File: src/rtl/gtp_block_rx_if.sv
// Lane-0 word stream into the deframer and the framed word stream out of it.
interface gtp_block_rx_if;
    logic [15:0] data_i;
    logic        kchar_i;
    logic [15:0] dout;
    logic        dvalid;
    logic        dsop;
    logic        deop;
    logic        dabort;
    logic        trig_o;

    modport master (
        output data_i, kchar_i,
        input  dout, dvalid, dsop, deop, dabort, trig_o
    );

    modport slave (
        input  data_i, kchar_i,
        output dout, dvalid, dsop, deop, dabort, trig_o
    );
endinterface

File: src/rtl/gtp_block_rx.sv
// GTP lane-0 deframer: strips trigger K-chars, validates block framing,
// emits framed words with sop/eop/abort and keeps readout statistics.
module gtp_block_rx #(
    parameter logic [7:0]  IDLE_K = 8'hBC,
    parameter logic [7:0]  TRIG_K = 8'h1C,
    parameter int unsigned CNTW   = 16
) (
    input  logic            clk,
    input  logic            reset,
    gtp_block_rx_if.slave   rx,
    input  logic            cnt_clr,
    output logic [CNTW-1:0] blk_cnt,
    output logic [CNTW-1:0] trig_cnt,
    output logic [CNTW-1:0] err_cnt,
    output logic            busy
);
    localparam int unsigned REMW = 9;
    localparam logic [CNTW-1:0] CNT_MAX = '1;

    typedef enum logic {
        IDLE = 1'b0,
        BODY = 1'b1
    } state_e;

    state_e          state_q, state_d;
    logic [REMW-1:0] rem_q, rem_d;
    logic [15:0]     dout_q, dout_d;
    logic            dvalid_q, dvalid_d;
    logic            dsop_q, dsop_d;
    logic            deop_q, deop_d;
    logic            dabort_q, dabort_d;
    logic            trig_q, trig_d;
    logic            busy_q, busy_d;
    logic [CNTW-1:0] blk_cnt_q, blk_cnt_d;
    logic [CNTW-1:0] trig_cnt_q, trig_cnt_d;
    logic [CNTW-1:0] err_cnt_q, err_cnt_d;

    logic            is_comma_c, is_trig_c, is_badk_c, is_hdr_c, is_dat_c;
    logic [REMW-1:0] hdr_len_c;
    logic [1:0]      err_n_c;
    logic            blk_inc_c;

    always_comb begin
        is_comma_c = rx.kchar_i && (rx.data_i[7:0] == IDLE_K);
        is_trig_c  = rx.kchar_i && (rx.data_i[7:0] == TRIG_K);
        is_badk_c  = rx.kchar_i && !is_comma_c && !is_trig_c;
        is_hdr_c   = !rx.kchar_i && rx.data_i[15];
        is_dat_c   = !rx.kchar_i && !rx.data_i[15];
        hdr_len_c  = rx.data_i[14:6];
    end

    // Framing FSM and registered output stream
    always_comb begin
        state_d   = state_q;
        rem_d     = rem_q;
        dout_d    = dout_q;
        dvalid_d  = 1'b0;
        dsop_d    = 1'b0;
        deop_d    = 1'b0;
        dabort_d  = 1'b0;
        trig_d    = is_trig_c;
        err_n_c   = 2'd0;
        blk_inc_c = 1'b0;

        if (is_hdr_c && state_q == BODY) begin
            dabort_d = 1'b1;
            err_n_c  = 2'd1;
        end

        if (is_hdr_c) begin
            // A zero-length header is itself a framing error, even right after a truncation
            if (hdr_len_c != '0) begin
                dvalid_d = 1'b1;
                dsop_d   = 1'b1;
                dout_d   = rx.data_i;
                rem_d    = hdr_len_c;
                state_d  = BODY;
            end else begin
                err_n_c  = err_n_c + 2'd1;
                state_d  = IDLE;
            end
        end else if (state_q == IDLE) begin
            if (is_dat_c || is_badk_c) err_n_c = 2'd1;
        end else begin
            if (is_dat_c) begin
                dvalid_d = 1'b1;
                dout_d   = rx.data_i;
                rem_d    = rem_q - REMW'(1);
                if (rem_q == REMW'(1)) begin
                    deop_d    = 1'b1;
                    blk_inc_c = 1'b1;
                    state_d   = IDLE;
                end
            end else if (is_comma_c || is_badk_c) begin
                dabort_d = 1'b1;
                err_n_c  = 2'd1;
                state_d  = IDLE;
            end
        end

        busy_d = (state_d == BODY);
    end

    // Statistics; clear wins over any same-cycle increment
    always_comb begin
        blk_cnt_d  = blk_cnt_q + CNTW'(blk_inc_c);
        trig_cnt_d = trig_cnt_q + CNTW'(is_trig_c);
        if (err_cnt_q > CNT_MAX - CNTW'(err_n_c)) err_cnt_d = CNT_MAX;
        else                                     err_cnt_d = err_cnt_q + CNTW'(err_n_c);
        if (cnt_clr) begin
            blk_cnt_d  = '0;
            trig_cnt_d = '0;
            err_cnt_d  = '0;
        end
    end

    always_ff @(posedge clk) begin
        if (reset) begin
            state_q    <= IDLE;
            rem_q      <= '0;
            dout_q     <= '0;
            dvalid_q   <= 1'b0;
            dsop_q     <= 1'b0;
            deop_q     <= 1'b0;
            dabort_q   <= 1'b0;
            trig_q     <= 1'b0;
            busy_q     <= 1'b0;
            blk_cnt_q  <= '0;
            trig_cnt_q <= '0;
            err_cnt_q  <= '0;
        end else begin
            state_q    <= state_d;
            rem_q      <= rem_d;
            dout_q     <= dout_d;
            dvalid_q   <= dvalid_d;
            dsop_q     <= dsop_d;
            deop_q     <= deop_d;
            dabort_q   <= dabort_d;
            trig_q     <= trig_d;
            busy_q     <= busy_d;
            blk_cnt_q  <= blk_cnt_d;
            trig_cnt_q <= trig_cnt_d;
            err_cnt_q  <= err_cnt_d;
        end
    end

    assign rx.dout   = dout_q;
    assign rx.dvalid = dvalid_q;
    assign rx.dsop   = dsop_q;
    assign rx.deop   = deop_q;
    assign rx.dabort = dabort_q;
    assign rx.trig_o = trig_q;
    assign blk_cnt   = blk_cnt_q;
    assign trig_cnt  = trig_cnt_q;
    assign err_cnt   = err_cnt_q;
    assign busy      = busy_q;
endmodule

File: src/flat_wrapper.sv
// flat-port wrapper written by rule: the top's interface ports become plain ports
module gtp_block_rx_flat 
#(
    parameter logic [7:0]  IDLE_K = 8'hBC,
    parameter logic [7:0]  TRIG_K = 8'h1C,
    parameter int unsigned CNTW   = 16
)
  (clk, reset, cnt_clr, blk_cnt, trig_cnt, err_cnt, busy, rx_data_i, rx_kchar_i, rx_dout, rx_dvalid, rx_dsop, rx_deop, rx_dabort, rx_trig_o);
  gtp_block_rx_if rx_i ();
  input  logic clk;
  input  logic reset;
  input  logic cnt_clr;
  output logic [CNTW-1:0] blk_cnt;
  output logic [CNTW-1:0] trig_cnt;
  output logic [CNTW-1:0] err_cnt;
  output logic busy;
  input wire logic [$bits(rx_i.data_i)-1:0] rx_data_i;
  input wire logic [$bits(rx_i.kchar_i)-1:0] rx_kchar_i;
  output wire logic [$bits(rx_i.dout)-1:0] rx_dout;
  output wire logic [$bits(rx_i.dvalid)-1:0] rx_dvalid;
  output wire logic [$bits(rx_i.dsop)-1:0] rx_dsop;
  output wire logic [$bits(rx_i.deop)-1:0] rx_deop;
  output wire logic [$bits(rx_i.dabort)-1:0] rx_dabort;
  output wire logic [$bits(rx_i.trig_o)-1:0] rx_trig_o;
  assign rx_i.data_i = rx_data_i;
  assign rx_i.kchar_i = rx_kchar_i;
  assign rx_dout = rx_i.dout;
  assign rx_dvalid = rx_i.dvalid;
  assign rx_dsop = rx_i.dsop;
  assign rx_deop = rx_i.deop;
  assign rx_dabort = rx_i.dabort;
  assign rx_trig_o = rx_i.trig_o;
  gtp_block_rx #(.IDLE_K(IDLE_K), .TRIG_K(TRIG_K), .CNTW(CNTW)) u_core (.clk(clk), .reset(reset), .rx(rx_i), .cnt_clr(cnt_clr), .blk_cnt(blk_cnt), .trig_cnt(trig_cnt), .err_cnt(err_cnt), .busy(busy));
endmodule
File: config.mk
export PLATFORM = sky130hd
export DESIGN_NAME = gtp_block_rx_flat
export DESIGN_NICKNAME = d
export VERILOG_FILES = /design/src/rtl/gtp_block_rx_if.sv /design/src/rtl/gtp_block_rx.sv /design/src/flat_wrapper.sv
export SDC_FILE = /design/constraint.sdc
export NUM_CORES = 1
export LEC_CHECK = 0
export ABC_AREA = 1
export CAP_MARGIN = 20
export CORE_MARGIN = 4
export CORE_UTILIZATION = 45
export DETAILED_ROUTE_END_ITERATION = 10
export MAX_ROUTING_LAYER = met4
export PLACE_DENSITY = 0.84
export SETUP_SLACK_MARGIN = 0.4
export SLEW_MARGIN = 10
export SYNTH_ARGS = -nofsm -noshare
export SYNTH_HDL_FRONTEND = slang
export SYNTH_SLANG_ARGS = --single-unit
File: constraint.sdc
create_clock -name clk -period 3.4 [get_ports clk]
set_input_delay 0.68 -clock clk [delete_from_list [all_inputs] [get_ports clk]]
set_output_delay 0.68 -clock clk [all_outputs]
set_load 0.01 [all_outputs]
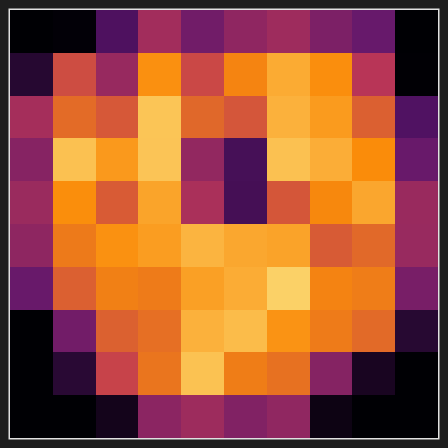
Figure 1: run 1, placement density heat map.
The die is cut into 10 by 10 equal tiles; black is low, pale yellow is high, 0 to 100% covered.
nearly empty tiles	11%
tiles over 75% full	26%
fullest tile	90%
mean over tiles	50%
emptiest ninth of the die	bottom left
floorplan-stage core utilization: 46.2%
final core utilization: 62.1%
total core area: 8720 um2

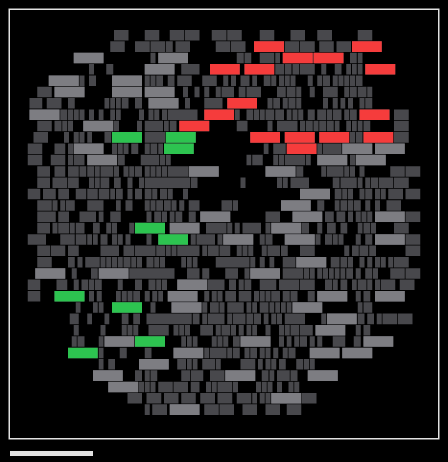
Figure 2: run 1, where the registers sit.
The bar under the picture is 20 um long.
signal	color	placed flops
`u_core.blk_cnt`	red	16
`u_core.rem_q`	green	9
flip-flop and latch power: 0.000966 W
sequential share of cell area: 29.2%
Flop area: 1580 um2

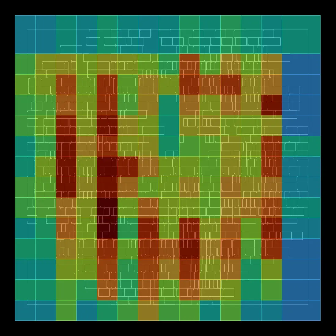
Figure 3: run 1, routing congestion.
global-route track usage on met3: 2.50%
global-route met1 utilization: 24.4%

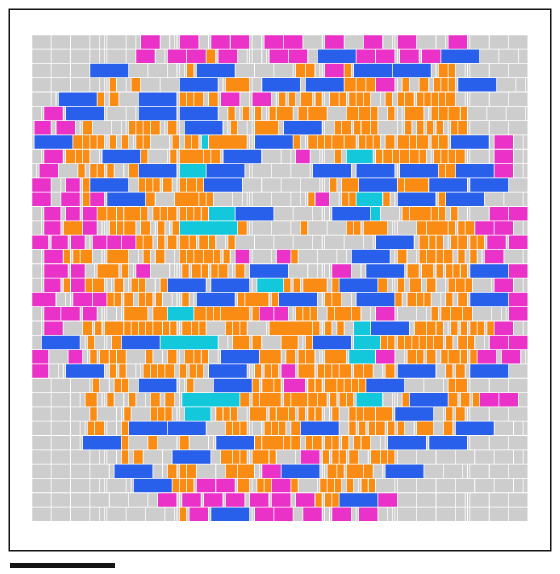
Figure 4: run 1, cell classes on the final placement.
The bar under the picture is 20 um long. Fill, decap, tap and diode cells in gray.
class	color	cells	share of their area
sequential cells	blue	79	30%
remaining buffers and delay cells	magenta	112	20%
combinational and other logic	orange	505	45%
clock drivers and dummy loads	cyan	16	4.6%
placement row count: 34
final cell area excluding filler cells: 5420 um2

==> design notes, run 1 <==
The flow ran to the end, and the final reports show no timing, DRC or antenna violations. Max-cap violations in this run came to 0. The relative area change from synthesis to final layout is 34.5%. The critical path is of the in2reg type. Summing the areas of all compound-gate instances in the mapped netlist gives 6.27% of the synthesized area.

The tools report the launch instance of the worst min-delay path as u_core.rx.dout[2]$_SDFFE_PP0P_. Relative max-transition margin: 65.0%. The slowest stage of the critical path belongs to the cell fa_2. The highest ir drop seen on vdd was 0.231 mV; the combinational logic power was 0.000229 W. The number of buffer and inverter stages on the critical path is 6.

The critical path maximum fanout is 3. Counting along the longest clock path gives a buffer depth of 2. The commonest cells after synthesis are nand2_1, nor2_1, dfxtp_1. The die covers 10500 um2. According to the dpl log, the detail-placed design has an HPWL of 8090 um.

Nature of the critical path endpoint: a register. The synthesized netlist devotes 38.5% of its cell area to simple gates. The tools report the number of tap instances as 108. The run gives 2.21 nW as the leakage power. Leading area contributor after synthesis: dfxtp_1. The worst slack on hold paths was 0.477 ns; the power of the clock network was 0.000862 W. The number of flops mapped to enable cells by yosys was 0. Summed over all routing layers, the global router reports a total usage of 21.1%. The run gives 0 as the number of antenna violations at the first check in global routing. The sink of the worst hold path was u_core.rx.dout[2]$_SDFFE_PP0P_.

The run gives 820 as the final cell count without fillers. The pin count of the biggest net entering global routing is 30, and the detailed-route wire length on metal 1 is 4530 um. Per the placement log, port buffering inserted 89 buffers.

The tools report the total chip power as 0.00206 W. The multi-input gate count was 425. For the wire length on met3, the log shows 656 um.

The run gives 3.60% for the adder-cell share of the synthesized area. The run gives 4030 um2 as the summed instance area of the synthesized netlist. For this run the aggregate overflow at the end of global routing stands at 0. The worst-case reg-to-reg setup slack stands at 0.82 ns. The placed cell area was 5120 um2.

The net count of the finished layout was 738. The type of origin of the critical path is an input port. The total number of warnings across the stage logs came out at 28. Once iteration 0 of detailed routing completed, the report listed 171 DRC markers. The cell that appears most often on the critical path is inv_1. The global routing stage identified its most utilized layer as met2. Clock skew on the completed layout was measured at 0.0150 ns. The routed length per placed instance is 13.3 um. Pin placement for this block handled 90 I/O pins. The top contributor to total power was registers.

In this build the clock could be raised as far as 0.357 GHz. The final layout report lists a non-clock inverter count of 80. Per the detailed-route log, wirelength across all metal layers totals 10900 um. The transition time recorded at the tightest slew-check pin is 0.524 ns. The tools report the via count of the first global-routing pass as 4010. The count of nets left with antenna violations once routing finished came out at 0. Class of the tightest hold or removal check: reg2reg. Internal power comes to 0.00156 W.

The first TritonRoute pass finished after 5 iterations. For reference, the top logic cell family by area is simple AND/OR/NAND/NOR gates. Per the skew report, the later register of the worst-skew pair sees a clock latency of 0.35 ns. The clock network takes up 4.53% of total cell area after layout. Multiplexer cells account for 0% of the synthesized area. In this run, distinct cell masters in the synthesized netlist total 32. Number of pins with negative max-slew slack in the final report: 0.

Among cell families on the critical path, the largest total delay comes from adder cells. The most used flip-flop cell after synthesis was dfxtp_1. In this run, CTS created clock tree buffers numbering 9. The first global-routing pass estimated 17600 um of wire. For the reported net switching power, the log shows 0.000502 W.

For the worst setup path, the data required time is 3.61 ns. The post-cts repair resize count was 16. The post-CTS setup buffer count was 1. Setup repair after global routing left no endpoint under its margin.

Worst reg2reg path startpoint: u_core.state_q$_SDFF_PP0_. The depth of the worst hold-timing path was 2. The run gives 41.9% for the share of total power in the clock network. Looking at the clock tree report, the root buffer type is clkbuf_8. With the share of cells above drive strength 1 at 10.1%, the total nets after synthesis is 628. The top cell types in the final layout, fill and taps aside, are nand2_1, nor2_1, dfxtp_1. The report lists the cells along the critical path as dlygate4sd2_1, nor2_1, inv_1, nor2_2, and2_1, ha_1, o21ai_0, inv_1, nand2_1, nor2_2, ha_2, inv_1, fa_2, nor2_4, buf_6, buf_4, xor2_1, a21oi_1. The post-detailed-route via-to-cell ratio was 5.09.

Sorting the synthesis cell report by count puts at the top nand2_1. Counting endpoints that fail hold in the final report gives 0. With the combinational share of cell area at 38.6%, the wire length on met2 is 5390 um. With the die extent in x at 103 um, the worst reg-to-reg path cell count is 15. The synthesized design contains 79 register bits.

The class occupying the most area after layout is reported as multi-input combinational cells. The clock-pin slew reported for the worst setup and hold paths after clock tree synthesis came out at 0.08 ns. Dominant logic cell type in the layout: nand2_1.

The average footprint of a synthesized cell was 6.75 um2.
[run 1: worst max-delay path by stage]
stage	start	endpoint	slack, ns	cells past startpoint
4_1_cts	rx_data_i[15]	u_core.err_cnt[12]$_SDFF_PP0_	0.43	19
3_5_place_dp	rx_data_i[7]	u_core.err_cnt[12]$_SDFF_PP0_	-0.13	19
3_3_place_gp	rx_data_i[6]	u_core.err_cnt[10]$_SDFF_PP0_	-0.02	19
6_report	rx_data_i[6]	u_core.err_cnt[4]$_SDFF_PP0_	0.60	18
2_1_floorplan	rx_data_i[15]	u_core.err_cnt[12]$_SDFF_PP0_	0.45	19
5_1_grt	rx_data_i[13]	u_core.err_cnt[10]$_SDFF_PP0_	0.39	19
--- run 2 (diff from run 1) ---
- clock period: 3.4 -> 2.8 ns (I/O delays scaled with it)
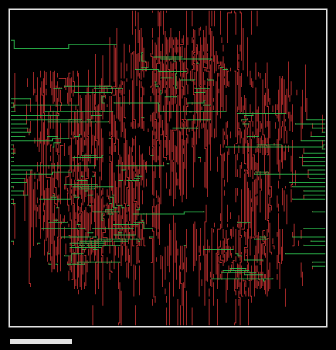
Figure 5: run 2, wiring by layer.
The bar under the picture is 20 um long. Only two layers are drawn.
layer	color	wire length
metal 2	red	7070 um
metal 3	green	1120 um
total via count after detailed routing: 4784
global routing usage summed across all routing layers: 22.3%

==> run 2 against run 1 <==
  * Core utilization is 10 points higher
  * Clock power fell by 5.2%
  * Worst hold slack better by 0.0035 ns
  * Flip-flop count stayed put
  * Die size did not move
  * Register-to-register slack got worse by 0.45 ns
  * Routed wire length up 27%
  * Non-clock buffer count up 50
  * Synthesized area unchanged
  * Cell count is 6.5% higher
  * Critical path type unchanged
==> design notes, run 2 <==
The flow ran to the end, and the final reports show no timing, DRC or antenna violations. The transition time at the pin with the least slew margin was 1.00 ns (+0.477 ns). Looking at the setup timing report, the critical path kind is in2reg. The run gives 11 for the clock tree buffer count of the final layout.

With the depth of the worst hold-timing path at 2 (unchanged), the summed instance area of the synthesized netlist is 4030 um2 (unchanged). The timing report attributes the biggest portion of critical-path delay to simple AND/OR/NAND/NOR gates. Number of distinct library cell variants in the gate-level netlist after synthesis: 32 (unchanged). The layout inverter count without the clock tree was 80 (unchanged). The synthesized design spends more area on one cell type than any other, namely dfxtp_1. The logs give 873 (+6.5%) for the final cell count without fillers and 0.000387 W (+69%) for the combinational logic power. For the global routing met1 resource utilization, the log shows 24.4% (+0.052 points). The register fraction of the total cell area came out at 25.1% (-4.1 points). The cell depth of the worst setup path is 19 (+1). For the global-route wire length before repair, the log shows 18200 um (+3.5%). Among all flip-flop cells after synthesis, the most frequent one is dfxtp_1. Power in sequential cells: 0.00118 W (+22%). The number of buffer and inverter stages on the critical path is 4 (-2), and the aoi/oai-family share of the synthesized area is 6.27% (unchanged). The flip-flop and latch area was 1580 um2 (about the same). The tools report the residual antenna-violating net count after detailed routing as 0 (unchanged). For the total chip power, the log shows 0.00238 W (+16%). The commonest cells after synthesis are nand2_1, nor2_1, dfxtp_1. The number of hold violations in the final report was 0 (unchanged).

The reported net switching power is 0.000654 W (+30%). Among the non-sequential cells, simple AND/OR/NAND/NOR gates take the most area. The logs give 7070 um (+31%) for the wire length on met2 and 792 (+7.3%) for the net count of the finished layout. The clock-pin slew reported for the worst setup and hold paths after clock tree synthesis is 0.08 ns (about the same). The run gives 89 (unchanged) for the number of port buffers. The run gives 5 (unchanged) as the number of detailed-route iterations in the first pass.

The tools report the root cell of the clock tree as clkbuf_8. Sink of the worst hold path: u_core.rx.dout[4]$_SDFFE_PP0P_. With the post-detailed-route via-to-cell ratio at 5.48 (+7.6%), the slack of the worst reg-to-reg path is 0.37 ns (-0.45 ns).

STA classifies the critical path startpoint as an input port. Multi-input gate count: 429 (+0.94%). The clock latency on the worst-skew pair was 0.35 ns (about the same).

With the final cell area excluding filler cells at 6320 um2 (+17%), the highest ir drop seen on vdd is 0.288 mV (+24%). The class of the tightest hold or removal check is reg2reg. The tools report the wire length on met3 as 1120 um (+71%). With the number of violations reported at the end of detailed-routing iteration 0 at 240 (+40%), the share of total power in the clock network is 34.3% (-7.6 points).

The run gives 628 (unchanged) as the total nets after synthesis. The run gives 3.60% (unchanged) for the adder-cell share of the synthesized area. For the number of tap instances, the log shows 108 (unchanged). The tools report the power of the clock network as 0.000817 W (-5.2%). The global routing stage identified its most utilized layer as met2. For reference, the critical path cell chain is buf_8, nor2_4, inv_2, nor2_4, and2_4, ha_4, o21ai_2, inv_1, nand2_2, nor2_4, ha_4, inv_2, fa_2, nor2_4, nand2_4, o21ai_1, nand2_1, nor2_2, nor2_1. The I/O pin count came out at 90 (unchanged). The critical path's slowest stage uses the library cell fa_2. The run gives 0 (unchanged) as the max-capacitance violation count. The nature of the critical path endpoint is a register. The post-synthesis share of cell area spent on and, or, nand and nor gates came out at 38.5% (unchanged).

The tools report the leakage power as 2.58 nW (+17%). The tools report the number of pins with negative max-slew slack in the final report as 0 (unchanged). The clock network contribution to total cell area was 2.83% (-1.7 points). With the placed cell area at 5300 um2 (+3.6%), the fraction of the core area covered by cells at the end of the flow is 72.4% (+10 points). The leading cell category by total area is multi-input combinational cells. The die outline area came out at 10500 um2 (unchanged). Looking at hold timing, the worst path starts from u_core.rx.dout[4]$_SDFFE_PP0P_. Per STA, the library cell used most along the worst path is nor2_4. Launch point of the worst path: rx_data_i[7]. Top contributor to total power: registers. The die extent in x is 103 um (unchanged).

With the number of synthesized register bits at 79 (unchanged), the relative max-transition margin is 33.2% (-32 points). The maximum count of clock buffers along a single path is 2 (unchanged). The combinational share of cell area came out at 40.3% (+1.8 points). The run gives 16 (+1) for the worst reg-to-reg path cell count. In this run the layout overhead on the synthesized area is reported as 56.8%. The tools report the number of buffers inserted during clock tree synthesis as 9 (unchanged). The routed length per placed instance works out to 15.8 um (+19%). The number of antenna violations at the first check in global routing was 0 (unchanged); the timing-limited maximum frequency was 0.391 GHz. The run gives 0.00173 W (+11%) for the internal power summed over all cells.

With the detailed-route wire length on metal 1 at 4910 um (+8.6%), the total number of warnings across the stage logs is 31 (+11%). The run gives 0% (unchanged) for the mux contribution to synthesized area. The highest routing layer actually used is met4.

The placeable core area is 8720 um2 (unchanged). Sorting the synthesis cell report by count puts at the top nand2_1. The tools report the aggregate global routing overflow as 0 (unchanged). By instance count after routing, the leading logic cell types are nand2_1, clkdlybuf4s50_1, dfxtp_1. The run gives 34 (unchanged) as the number of rows created at floorplan. The launch point of the worst register-to-register path is recorded as u_core.state_q$_SDFF_PP0_.

The tools report the HPWL after detailed placement as 8250 um (+1.9%).
run 2: timing repair:
item	4_1_cts	5_1_grt
pin swaps	17	27
endpoints found under the setup margin	35	55
resized	69	112
cloned	0	4
setup buffers	15	19
run 2: worst register-to-register path: stages (launching register included):
cell,delay (ns)
dfxtp_1,0.33
inv_1,0.13
nor2_4,0.06
ha_4,0.25
o21ai_2,0.04
inv_1,0.06
nand2_2,0.06
nor2_4,0.14
ha_4,0.17
inv_2,0.04
fa_2,0.36
nor2_4,0.16
nand2_4,0.09
o21ai_1,0.16
nand2_1,0.10
nor2_2,0.11
nor2_1,0.04
run 2: stage by stage:
stage               setup slack, ns  hold slack, ns
floorplan                     0.126           0.460
global placement             -0.550           0.461
detailed placement           -0.635           0.465
CTS                           0.291           0.479
global route                  0.142           0.501
finish                        0.239           0.481
No activity file was given, so power comes from the tool's default toggle rates.
